<file path="config.mk">
export PLATFORM = sky130hd
export DESIGN_NAME = mmio_gpio_ctrl
export DESIGN_NICKNAME = d
export VERILOG_FILES = /design/src/rtl/gpio_pkg.sv /design/src/rtl/gpio_debounce.sv /design/src/rtl/mmio_gpio_ctrl.sv
export SDC_FILE = /design/constraint.sdc
export NUM_CORES = 1
export LEC_CHECK = 0
export CORE_ASPECT_RATIO = 0.5
export CORE_MARGIN = 2
export CORE_UTILIZATION = 30
export CTS_CLUSTER_SIZE = 28
export DETAILED_ROUTE_END_ITERATION = 16
export GPL_ROUTABILITY_DRIVEN = 0
export GPL_TIMING_DRIVEN = 1
export PLACE_DENSITY = 0.66
export SLEW_MARGIN = 20
export SYNTH_ARGS = -nofsm -noshare
export SYNTH_HDL_FRONTEND = slang
export SYNTH_SLANG_ARGS = --single-unit
</file>
<file path="constraint.sdc">
create_clock -name clk -period 2.4 [get_ports clk]
set_input_delay 0.72 -clock clk [delete_from_list [all_inputs] [get_ports clk]]
set_output_delay 0.72 -clock clk [all_outputs]
set_load 0.03 [all_outputs]
</file>
<file path="src/rtl/gpio_pkg.sv">
// Shared constants for the memory-mapped GPIO controller: register offsets
// within the four-word window and a counter-width helper.
package gpio_pkg;

   localparam int REG_CNT = 4;

   localparam logic [1:0] OFF_OUT  = 2'd0;
   localparam logic [1:0] OFF_IN   = 2'd1;
   localparam logic [1:0] OFF_EDGE = 2'd2;
   localparam logic [1:0] OFF_DUTY = 2'd3;

   // Width of a counter that must hold 0..n-1, never narrower than one bit.
   function automatic int cnt_w(input int n);
      return (n > 1) ? $clog2(n) : 1;
   endfunction

endpackage

</file>
<file path="src/rtl/gpio_debounce.sv">
// One GPIO input channel: 2-flop synchroniser, consecutive-sample debouncer
// and a one-cycle pulse on the edge where the accepted level goes 0->1.
module gpio_debounce
   import gpio_pkg::*;
#(
   parameter int DEB_CYCLES = 4
) (
   input  logic clk,
   input  logic reset,
   input  logic i_pin,
   output logic o_stable,
   output logic o_rise
);

   localparam int            CW       = cnt_w(DEB_CYCLES);
   localparam logic [CW-1:0] CNT_LAST = CW'(DEB_CYCLES - 1);

   logic          r_sync1;
   logic          r_sync2;
   logic          r_stable;
   logic [CW-1:0] r_cnt;
   logic          w_accept;

   // The DEB_CYCLES-th consecutive mismatching sample flips the level.
   assign w_accept = (r_sync2 != r_stable) && (r_cnt == CNT_LAST);

   always_ff @(posedge clk) begin
      if (reset) begin
         r_sync1  <= 1'b0;
         r_sync2  <= 1'b0;
         r_stable <= 1'b0;
         r_cnt    <= '0;
      end else begin
         r_sync1 <= i_pin;
         r_sync2 <= r_sync1;
         if (r_sync2 == r_stable) begin
            r_cnt <= '0;
         end else if (w_accept) begin
            r_stable <= r_sync2;
            r_cnt    <= '0;
         end else begin
            r_cnt <= r_cnt + CW'(1);
         end
      end
   end

   assign o_stable = r_stable;
   assign o_rise   = w_accept & r_sync2;

endmodule

</file>
<file path="src/rtl/mmio_gpio_ctrl.sv">
// Memory-mapped GPIO controller: OUT/IN/EDGE/DUTY registers at BASE..BASE+3.
// Define GPIO_PWM_EN to build the DUTY register and PWM gating of pins_out.
module mmio_gpio_ctrl
   import gpio_pkg::*;
#(
   parameter int ADDR_W     = 5,
   parameter int DATA_W     = 32,
   parameter int N_OUT      = 4,
   parameter int N_IN       = 6,
   parameter int DEB_CYCLES = 4,
   parameter int PWM_W      = 4,
   parameter int BASE       = 28
) (
   input  logic              clk,
   input  logic              reset,
   input  logic [ADDR_W-1:0] addr,
   input  logic              we,
   input  logic [DATA_W-1:0] wdata,
   input  logic [DATA_W-1:0] rdata_in,
   output logic [DATA_W-1:0] rdata_out,
   output logic              mem_we,
   input  logic [N_IN-1:0]   pins_in,
   output logic [N_OUT-1:0]  pins_out,
   output logic              irq
);

   // One extra bit so BASE+3 never wraps in the window compare.
   localparam logic [ADDR_W:0] BASE_X = (ADDR_W+1)'(BASE);
   localparam logic [ADDR_W:0] LAST_X = (ADDR_W+1)'(BASE + REG_CNT - 1);

   logic [ADDR_W:0]   w_addr_x;
   logic [ADDR_W:0]   w_rel;
   logic [1:0]        w_off;
   logic              w_hit;
   logic              w_wr_out;
   logic              w_wr_edge;
   logic              w_wr_duty;
   logic [N_OUT-1:0]  r_out;
   logic [N_IN-1:0]   r_edge;
   logic [N_IN-1:0]   w_stable;
   logic [N_IN-1:0]   w_rise;
   logic [PWM_W-1:0]  w_duty_rd;
   logic              w_pwm_on;
   logic [DATA_W-1:0] w_rdata;
   logic              w_unused;

   assign w_addr_x  = {1'b0, addr};
   assign w_hit     = (w_addr_x >= BASE_X) && (w_addr_x <= LAST_X);
   assign w_rel     = w_addr_x - BASE_X;
   assign w_off     = w_rel[1:0];
   assign w_wr_out  = we && w_hit && (w_off == OFF_OUT);
   assign w_wr_edge = we && w_hit && (w_off == OFF_EDGE);
   assign w_wr_duty = we && w_hit && (w_off == OFF_DUTY);

   assign mem_we = we & ~w_hit;
   assign irq    = |r_edge;

   for (genvar g = 0; g < N_IN; g++) begin : g_ch
      gpio_debounce #(
         .DEB_CYCLES(DEB_CYCLES)
      ) u_deb (
         .clk     (clk),
         .reset   (reset),
         .i_pin   (pins_in[g]),
         .o_stable(w_stable[g]),
         .o_rise  (w_rise[g])
      );
   end

   always_ff @(posedge clk) begin
      if (reset) begin
         r_out <= '0;
      end else if (w_wr_out) begin
         r_out <= wdata[N_OUT-1:0];
      end
   end

   // A new rise wins over a W1C clear of the same bit in the same cycle.
   always_ff @(posedge clk) begin
      if (reset) begin
         r_edge <= '0;
      end else if (w_wr_edge) begin
         r_edge <= (r_edge & ~wdata[N_IN-1:0]) | w_rise;
      end else begin
         r_edge <= r_edge | w_rise;
      end
   end

`ifdef GPIO_PWM_EN
   logic [PWM_W-1:0] r_duty;
   logic [PWM_W-1:0] r_pwm_cnt;

   always_ff @(posedge clk) begin
      if (reset) begin
         r_duty    <= '1;
         r_pwm_cnt <= '0;
      end else begin
         r_pwm_cnt <= r_pwm_cnt + PWM_W'(1);
         if (w_wr_duty) begin
            r_duty <= wdata[PWM_W-1:0];
         end
      end
   end

   assign w_pwm_on  = (&r_duty) | (r_pwm_cnt < r_duty);
   assign w_duty_rd = r_duty;
`else
   assign w_pwm_on  = 1'b1;
   assign w_duty_rd = '0;
`endif

   assign pins_out = r_out & {N_OUT{w_pwm_on}};

   always_comb begin
      w_rdata = rdata_in;
      if (w_hit) begin
         w_rdata = '0;
         case (w_off)
            OFF_OUT:  w_rdata[N_OUT-1:0] = r_out;
            OFF_IN:   w_rdata[N_IN-1:0]  = w_stable;
            OFF_EDGE: w_rdata[N_IN-1:0]  = r_edge;
            default:  w_rdata[PWM_W-1:0] = w_duty_rd;
         endcase
      end
   end

   assign rdata_out = w_rdata;

   assign w_unused = &{1'b0, wdata, w_rel, w_wr_duty};

endmodule

</file>
run_1/flops_by_reg.png
Drawn at 6 px/um. Other sequential cells in the stronger grey, the rest of the logic in the fainter grey.
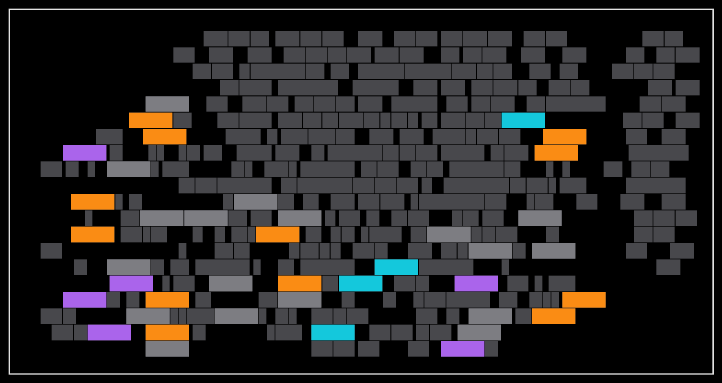
| signal | colour | flops |
|---|---|---|
| g_ch.u_deb.r_cnt | orange | 12 |
| g_ch.u_deb.r_sync1 | purple | 6 |
| pins_out | cyan | 4 |
not coloured: 18
Power Sequential: 684 uW
core utilization of the finished layout: 60.29%
sequential share of cell area: 21.67%
register area: 800.8 sq um

run_1/detail.png
Window x 78 to 98, y 5 to 25 um. Cells in grey, sequential cells in the stronger grey; small squares are vias.
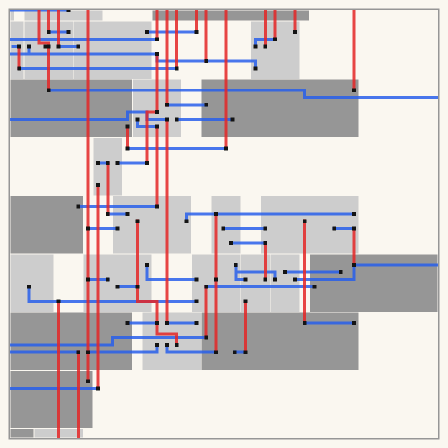
| layer | colour |
|---|---|
| metal 2 | red |
| metal 1 | blue |
cells with their middle in the window: 19
sequential cells in the window: 6
netlist names of flops here include: g_ch.u_deb.r_sync2 (2), g_ch.u_deb.r_cnt (2)
most frequent: dfxtp_1 (6), nor2_1 (3), or3_1 (2)

==> run notes, run 1 <==
Reports from this run.

- The flow ran to the end, but the final reports show violations.
- The final reports fail on negative setup slack.
- The share of total power in combinational logic is 22.8%.
- In the final layout, the clock buffer count is 5.
- The switching share of total power is between 20% and 30%.
- The tool warning count for the run is approximately 60.
- The smallest hold slack reads approximately 0.42 ns.
- The cell sitting at the root of the clock tree is a sky130_fd_sc_hd__clkbuf_16.
- The top cell type by total area after synthesis is sky130_fd_sc_hd__dfxtp_1.
- The starting utilization of the core area is 31.29%.
- The simple-gate share of the synthesized area reads roughly 28%.
- The critical hold path startpoint reads g_ch[2].u_deb.r_cnt[0].
- The areal power density over the cells reads between 500 and 600 mW/mm^2.
- The timing startpoint of the critical path reads addr[1].
- The cell count after synthesis reads about 210.
- Summed over all nets, wire length on met3 after detailed routing comes to about 270 um.
- The post-synthesis cell type count reads 27.
- In this run, flip-flops and latches consume between 30% and 40% of the power.
- The shortest clock period the worst path allows after layout reads ~2.7 ns.
- met2 track demand over resource after global routing is between 30% and 40%.
- Summing the areas of all fa, ha and maj instances in the mapped netlist gives slightly above 7% of the synthesized area.
- The origin of the critical flop-to-flop path reads g_ch[4].u_deb.r_cnt[0].
- The post-route cell area is between 0.003 and 0.004 sq mm.
- The fill cell total of the finished layout reads slightly below 500.
- The per-instance average area after synthesis reads 9.134 sq um.
- After clock tree synthesis, the setup repair step added 7 buffers.
- The total of cells resized after clock tree synthesis is between 100 and 150.
- The critical path data arrival time reads between 1.5 and 2 ns.
- The chip occupies between 0.007 and 0.008 sq mm.
- The number of antenna cells inserted reads 0.
- The final cell count without fillers is just over 400.
- The number of placed cells counting well taps reads about 400.
- For this run, the detailed router reports a per-instance via density of 4.571.
- Listed in order, past its start point the critical path passes buf_8 > buf_6 > and3b_4 > or2_4 > buf_6 > buf_6 > o31ai_4 > buf_6.
- The main logic family after synthesis reads simple AND/OR/NAND/NOR gates.
- The number of buffers inserted during clock tree synthesis is 5.
- The number of cells on the worst reg-to-reg path reads 3.
- The net switching power figure reads around 440 uW.
- The total clock sinks reads about 40.
- TritonCTS built the clock tree.
- Per the OpenROAD power report, leakage power amounts to 0.001490 uW.
- Counting pins that exceed their max-slew limit in the final report gives 0.
- The most area-hungry cell class in the final design reads non-clock buffers.
- The cell depth of the worst min-delay path reads 1.
- The number of buffers other than clock buffers in the final layout reads about 120.
- The clock-pin slew on the worst setup and hold paths is approximately 0.060 ns.
- The violation count after the first detailed-route iteration is approximately 67.
- CTS built an H-tree with a depth of 2.
- The initial antenna violation count is 0.
- The number of global-route vias before repair is 1958.
- For the worst reg-to-reg path, the endpoint reported by OpenROAD is g_ch[4].u_deb.r_cnt[0].
- The met3 demand-to-capacity share in global routing reads just under 4%.
- Summing the areas of all compound-gate instances in the mapped netlist gives 10.83% of the synthesized area.
- The floorplan report gives the top-level pin count as between 100 and 150.
- Per the GRT congestion report, total overflow comes to 0.
- After layout, the worst path uses 112.7% of the clock period.
- The synthesized netlist was found by Yosys to have roughly 210 cells.
- The die is 60.54 um tall.
- The synthesis warning total is 0.
- After clock tree synthesis, the flow added hold-fix buffers numbering 0.
- The total number of tap cells is about 90.
- The parity-gate share of the synthesized area counting xor and xnor cells is about 2.7%.
- The total routing resource utilization after global routing reads 17.15%.
- The count of buffer and inverter cells on the critical path reads 5.
- The setup slack at placement reads -1.278 ns.
- Measured on the final layout, buffering overhead outside the clock network stands at between 30% and 40%.
- The final layout contains a sequential cell count of around 40.
- The critical-path maximum fanout reads 4.
- At floorplan, the net count of the design was reported as ~300.
- The cell with the largest stage delay on the worst path reads sky130_fd_sc_hd__or2_4.
- In the log, the iteration count for the first detailed-route pass is 5.
- The final critical-path setup slack reads -0.3053 ns.
- The final number of setup-violating endpoints reads 33.
- The multiplexer share of the synthesized area reads 5.219%.
- The cell family with the largest share of critical-path delay reads buffers and inverters.
- The share of layout cells above drive strength 1 reads 36.09%.
- The critical path data required time is between 1.5 and 2 ns.
- Yosys attributes the largest share of cell area to sky130_fd_sc_hd__dfxtp_1 (42%), sky130_fd_sc_hd__and2_1 (8.8%), sky130_fd_sc_hd__ha_1 (7.2%), sky130_fd_sc_hd__mux2i_1 (5.2%), sky130_fd_sc_hd__nor2b_1 (3.9%).
- The clock network area share reads 5.010%.
- The number of maximum-capacitance constraint violations reads 0.
- The register with the most flip-flops in the layout has 12 of them.
- The number of standard-cell rows in the floorplan reads 20.
- The capturing element of the worst setup path reads rdata_out[3].
run_1/wires.png
Drawn at 4 px/um.
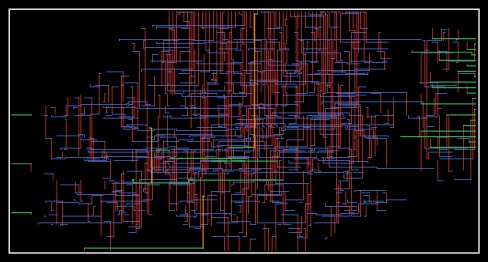
| layer | colour | wire length |
|---|---|---|
| metal 4 | orange | 59.8 um |
| metal 1 | blue | 2470 um |
| metal 2 | red | 3210 um |
| metal 3 | green | 270 um |
routed length per instance: 14.46 um
Routed WL: 6001 um

-- run 1: Yosys cell counts (all sizes together) --
cell	number
o31ai	10
a21oi	6
and2	27
nand3b	6
nor2b	12
or2	1
nor4	1
nor2	19
ha	11
a222oi	4
nor3	1
clkbuf	8
xnor2	6
buf	4
nand3	7
and3b	1
nand2b	8
nand2	4
dfxtp	40
o21ai	8
inv	8
a22o	2
or3	6
mux2i	10
-- run 1: power groups by stage --
| stage | Clock, uW | Sequential (uW) | Combinational, uW |
|---|---|---|---|
| 6_report | 834 | 684 | 449 |
| 3_3_place_gp | 0 | 698 | 361 |
| 3_5_place_dp | 0 | 699 | 367 |
| 5_1_grt | 881 | 685 | 473 |
| 4_1_cts | 849 | 684 | 444 |
| 2_1_floorplan | 0 | 698 | 189 |
--- run 2 (diff from run 1) ---
CAP_MARGIN = 10   (was not set)
run_2/congestion.png
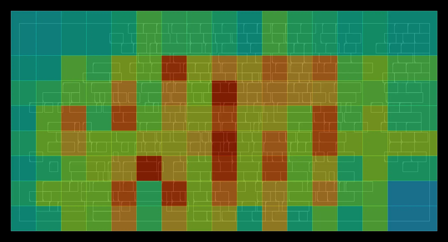
met1 Use GR: 19.16%
met3 track demand over resource: 3.896%
GRT Resource Usage Total: 17.15%
global routing usage on met2: 33.77%

==> run 2 against run 1 <==
  * The run still ends with negative setup slack left
  * Maximum frequency stayed put
  * Cell count stayed put
  * Sequential share of layout area unchanged
  * Non-clock buffer count unchanged
  * Sequential power about the same
  * Critical path type unchanged
==> run notes, run 2 <==
Reports from this run.

- The initial antenna violation count reads 0 (unchanged).
- The power of the sequential group is 684 uW (about the same).
- The count of buffer and inverter cells on the critical path is 5 (unchanged).
- The areal power density over the cells is 532.3 mW/mm^2 (unchanged).
- The capturing element of the worst setup path is rdata_out[3] (unchanged).
- The number of sequential storage elements is 40 (unchanged).
- The clock network area share was 5.010% (unchanged).
- The share of layout cells above drive strength 1 is 36.09% (unchanged).
- The fill cell total of the finished layout reads 487 (unchanged).
- The multiplexer share of the synthesized area was 5.219% (unchanged).
- The net switching power figure is 443.7 uW (unchanged).
- The simple-gate share of the synthesized area is 27.79% (unchanged).
- The leading power group is clock (unchanged).
- The top cell type by total area after synthesis reads sky130_fd_sc_hd__dfxtp_1 (unchanged).
- The number of max-slew violations in the final report was 0 (unchanged).
- The clock tree from TritonCTS was built (unchanged).
- Violated checks: negative setup slack (unchanged).
- The switching share of total power reads 22.55% (unchanged).
- The cell with the largest stage delay on the worst path reads sky130_fd_sc_hd__or2_4 (unchanged).
- The wire length reported by the detailed router was 6001 um (unchanged).
- The critical path data required time reads 1.68 ns (about the same).
- The most popular library cell in the synthesized design by count was sky130_fd_sc_hd__dfxtp_1 (unchanged).
- The final critical-path setup slack reads -0.3053 ns (unchanged).
- The number of nets produced by synthesis reads 299 (unchanged).
- The proportion of final cell area spent on non-clock buffers is 36.15% (unchanged).
- The number of flip-flops in the largest register reads 12 (unchanged).
- The timing startpoint of the critical path is addr[1] (unchanged).
- The main logic family after synthesis was simple AND/OR/NAND/NOR gates (unchanged).
- The part of the total power dissipated in sequential elements is 34.8% (about the same).
- The origin of the critical flop-to-flop path is g_ch[4].u_deb.r_cnt[0] (unchanged).
- The post-synthesis cell type count was 27 (unchanged).
- Commonest cells in the netlist: sky130_fd_sc_hd__dfxtp_1 (40), sky130_fd_sc_hd__and2_1 (27), sky130_fd_sc_hd__nor2_1 (19) (unchanged).
- The OpenROAD warning count is 59 (unchanged).
- The count of library flops with an enable pin reads 0 (unchanged).
- The post-route cell area is 0.003696 sq mm (unchanged).
- The cell count after synthesis is 210 (unchanged).
- The critical-path maximum fanout is 4 (unchanged).
- The most area-hungry cell class in the final design reads non-clock buffers (unchanged).
- Status: complete, but fails checks (unchanged).
- The share of total power in combinational logic was 22.8% (about the same).
- The overall chip area reads 0.007088 sq mm (unchanged).
- The total number of tap cells reads 88 (unchanged).
- The cell at the root of the clock tree is sky130_fd_sc_hd__clkbuf_16 (unchanged).
- The smallest hold slack reads 0.4222 ns (unchanged).
- The number of buffers inserted during clock tree synthesis reads 5 (unchanged).
- The post-CTS setup-driven buffer insertion count was 7 (unchanged).
- The final number of setup-violating endpoints is 33 (unchanged).
- The number of antenna cells inserted came to 0 (unchanged).
- The cell depth of the worst min-delay path is 1 (unchanged).
- The number of cells on the worst reg-to-reg path was 3 (unchanged).
- The violation count after the first detailed-route iteration came to 67 (unchanged).
- The area fraction in full adders, half adders and majority gates came to 7.175% (unchanged).
- The number of cell instances after yosys synthesis reads 210 (unchanged).
- The endpoint of the lowest-slack register-to-register path was g_ch[4].u_deb.r_cnt[0] (unchanged).
- The global-route congestion overflow total is 0 (unchanged).
- The hold-fix buffer count after cts is 0 (unchanged).
- The tally of clock buffers in the finished layout reads 5 (unchanged).
- The per-instance average area after synthesis reads 9.134 sq um (unchanged).
run_2/detail.png
Window x 78 to 98, y 5 to 25 um. Cells in grey, sequential cells in the stronger grey; small squares are vias.
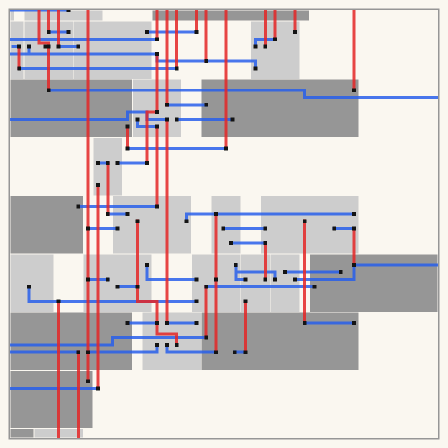

==> run 2: stage by stage <==
step / instances / setup slack [ns] / utilization [%] / setup TNS [ns]
6_report: 415 / -0.3053 / 60.29 / -8.324
5_1_grt: 415 / -0.3310 / 60.29 / -9.378
4_1_cts: 415 / -0.3013 / 60.16 / -8.175
3_5_place_dp: 397 / -1.278 / 50.71 / -34.55
3_3_place_gp: 397 / -1.234 / 50.71 / -31.80
2_1_floorplan: 210 / -0.1550 / - / -2.973
==> run 2: metal layers <==
layer  part of all wire [%]  wire, um  vias up  track usage (%)
li1                       -         -      948                -
met1                     41      2465      905            19.16
met2                     53      3206       38            33.77
met3                    4.5       269        6            3.896
met4                   0.98        59        0            4.370
met5                      0         0        -                0
--- run 3 (diff from run 2) ---
==> constraint.sdc (replaced) <==
create_clock -name clk -period 2.4 [get_ports clk]
set_input_delay 0.48 -clock clk [delete_from_list [all_inputs] [get_ports clk]]
set_output_delay 0.48 -clock clk [all_outputs]
set_load 0.03 [all_outputs]
run_3/congestion.png
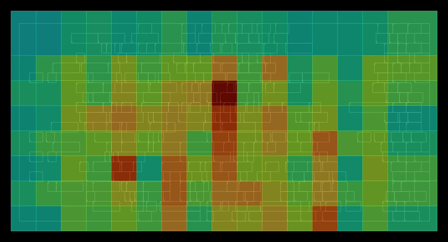
core utilization of the finished layout: 53.22%
most crowded layer after global routing: met2

==> run 3 against run 2 <==
  * The run now ends clean
  * Critical endpoint is now rdata_out[4]
  * Total power decreased by 14%
  * Sequential share of layout area increased by 2.9 points
  * Clock power decreased by 25%
  * Largest cell class is now logic gates
  * Largest power group is now sequential cells
==> run notes, run 3 <==
Reports from this run.

- The number of maximum-capacitance constraint violations is 0 (unchanged).
- The met3 wirelength from detailed routing is 407 um (was 269 um).
- The cell at the root of the clock tree is sky130_fd_sc_hd__clkbuf_16 (unchanged).
- The number of cells on the worst reg-to-reg path is 3 (unchanged).
- The highest routing layer actually used reads met4 (unchanged).
- The simple-gate share of the synthesized area is 27.79% (unchanged).
- The post-detailed-route wirelength per cell came to 12.66 um (was 14.46 um).
- The per-instance average area after synthesis is 9.134 sq um (unchanged).
- The met3 demand-to-capacity share in global routing is 3.197% (was 3.896%).
- The met1 usage was 15.51% (was 19.16%).
- The I/O pin total is 116 (unchanged).
- The final critical-path setup slack is 0.01711 ns (was -0.3053 ns).
- The fill cell total of the finished layout reads 526 (was 487).
- The final number of setup-violating endpoints reads 0 (was 33).
- The global routing usage on met2 is 26.26% (was 33.77%).
- The post-route cell area is 0.003263 sq mm (was 0.003696 sq mm).
- The wire length reported by the detailed router was 5013 um (was 6001 um).
- The number of flip-flops in the largest register is 12 (unchanged).
- The switching share of total power came to 25.31% (was 22.55%).
- The main logic family after synthesis was simple AND/OR/NAND/NOR gates (unchanged).
- The power of the sequential group is 684 uW (about the same).
- The clock group total power reads 628 uW (was 834 uW).
- The net switching power figure is 427.3 uW (was 443.7 uW).
- Status: completed (was complete, but fails checks).
- The leakage power reads 0.001285 uW (was 0.001490 uW).
- The cell family with the largest share of critical-path delay reads buffers and inverters (unchanged).
- The hold-fix buffer count after cts is 0 (unchanged).
- The total clock sinks came to 40 (unchanged).
- The leading power group is sequential cells (was clock).
- The critical path data required time is 1.92 ns (was 1.68 ns).
- The count of buffer and inverter cells on the critical path reads 3 (was 5).
- The post-route met1 wirelength reads 2062 um (was 2465 um).
- The share of total power in combinational logic reads 22.3% (was 22.8%).
- The cell count after synthesis reads 210 (unchanged).
- The number of max-slew violations in the final report reads 0 (unchanged).
- The starting utilization of the core area is 31.29% (unchanged).
- The most popular library cell in the synthesized design by count is sky130_fd_sc_hd__dfxtp_1 (unchanged).
- The number of global-route vias before repair is 1683 (was 1958).
- The areal power density over the cells came to 517.4 mW/mm^2 (was 532.3 mW/mm^2).
- The multiplexer share of the synthesized area came to 5.219% (unchanged).
- Commonest cells in the netlist: sky130_fd_sc_hd__dfxtp_1 (40), sky130_fd_sc_hd__and2_1 (27), sky130_fd_sc_hd__nor2_1 (19) (unchanged).
run_3/flops_by_reg.png
Drawn at 6 px/um. Other sequential cells in the stronger grey, the rest of the logic in the fainter grey.
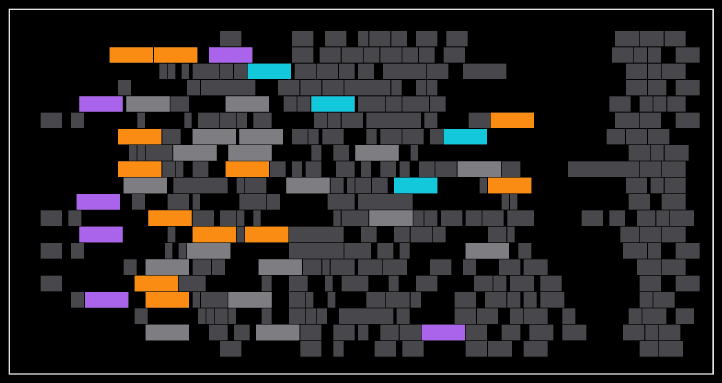
| signal | colour | flops |
|---|---|---|
| g_ch.u_deb.r_cnt | orange | 12 |
| g_ch.u_deb.r_sync1 | purple | 6 |
| pins_out | cyan | 4 |
not coloured: 18
sequential share of cell area: 24.54%

run 3: cell counts after synthesis:
Identical to the previous run, type by type.
run 3: layout make-up:
cell class | instances | area share [%]
clock buffers | 5 | 3.834
clock inverters | 2 | 0.3834
inverters | 8 | 0.9202
multi-input cells | 150 | 34.16
flip-flops and latches | 40 | 24.54
well taps | 88 | 3.374
repair buffers | 103 | 32.78
run 3: path summary, 6_finish.rpt:
kind                                              from                      to
worst max-delay path                           addr[3]            rdata_out[4]
worst min-delay path            g_ch[0].u_deb.r_cnt[0]  g_ch[0].u_deb.r_cnt[0]
worst max register to register  g_ch[3].u_deb.r_cnt[0]  g_ch[3].u_deb.r_cnt[1]
worst min register to register  g_ch[0].u_deb.r_cnt[0]  g_ch[0].u_deb.r_cnt[0]

==> notes/layouts.md <==
Pictures saved along the way, in no particular order.

Clock wires, drivers and flops.
Drawn at 3 px/um.
shot_01.png
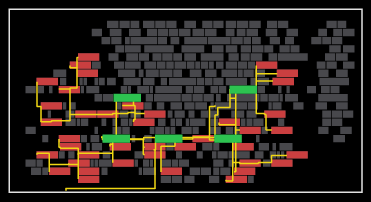
shot_02.png
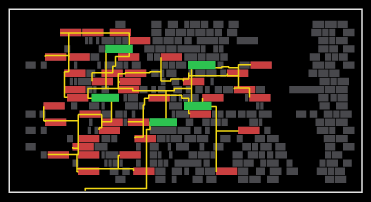
run 2: shot_01.png
run 3: shot_02.png

Key to shot_01.png:
[clock wires] yellow | length: 458 um
[flip-flops] red | count: 40
[clock drivers] green | count: 5
routed clock nets: 6

Power and IR drop assume default switching activity.
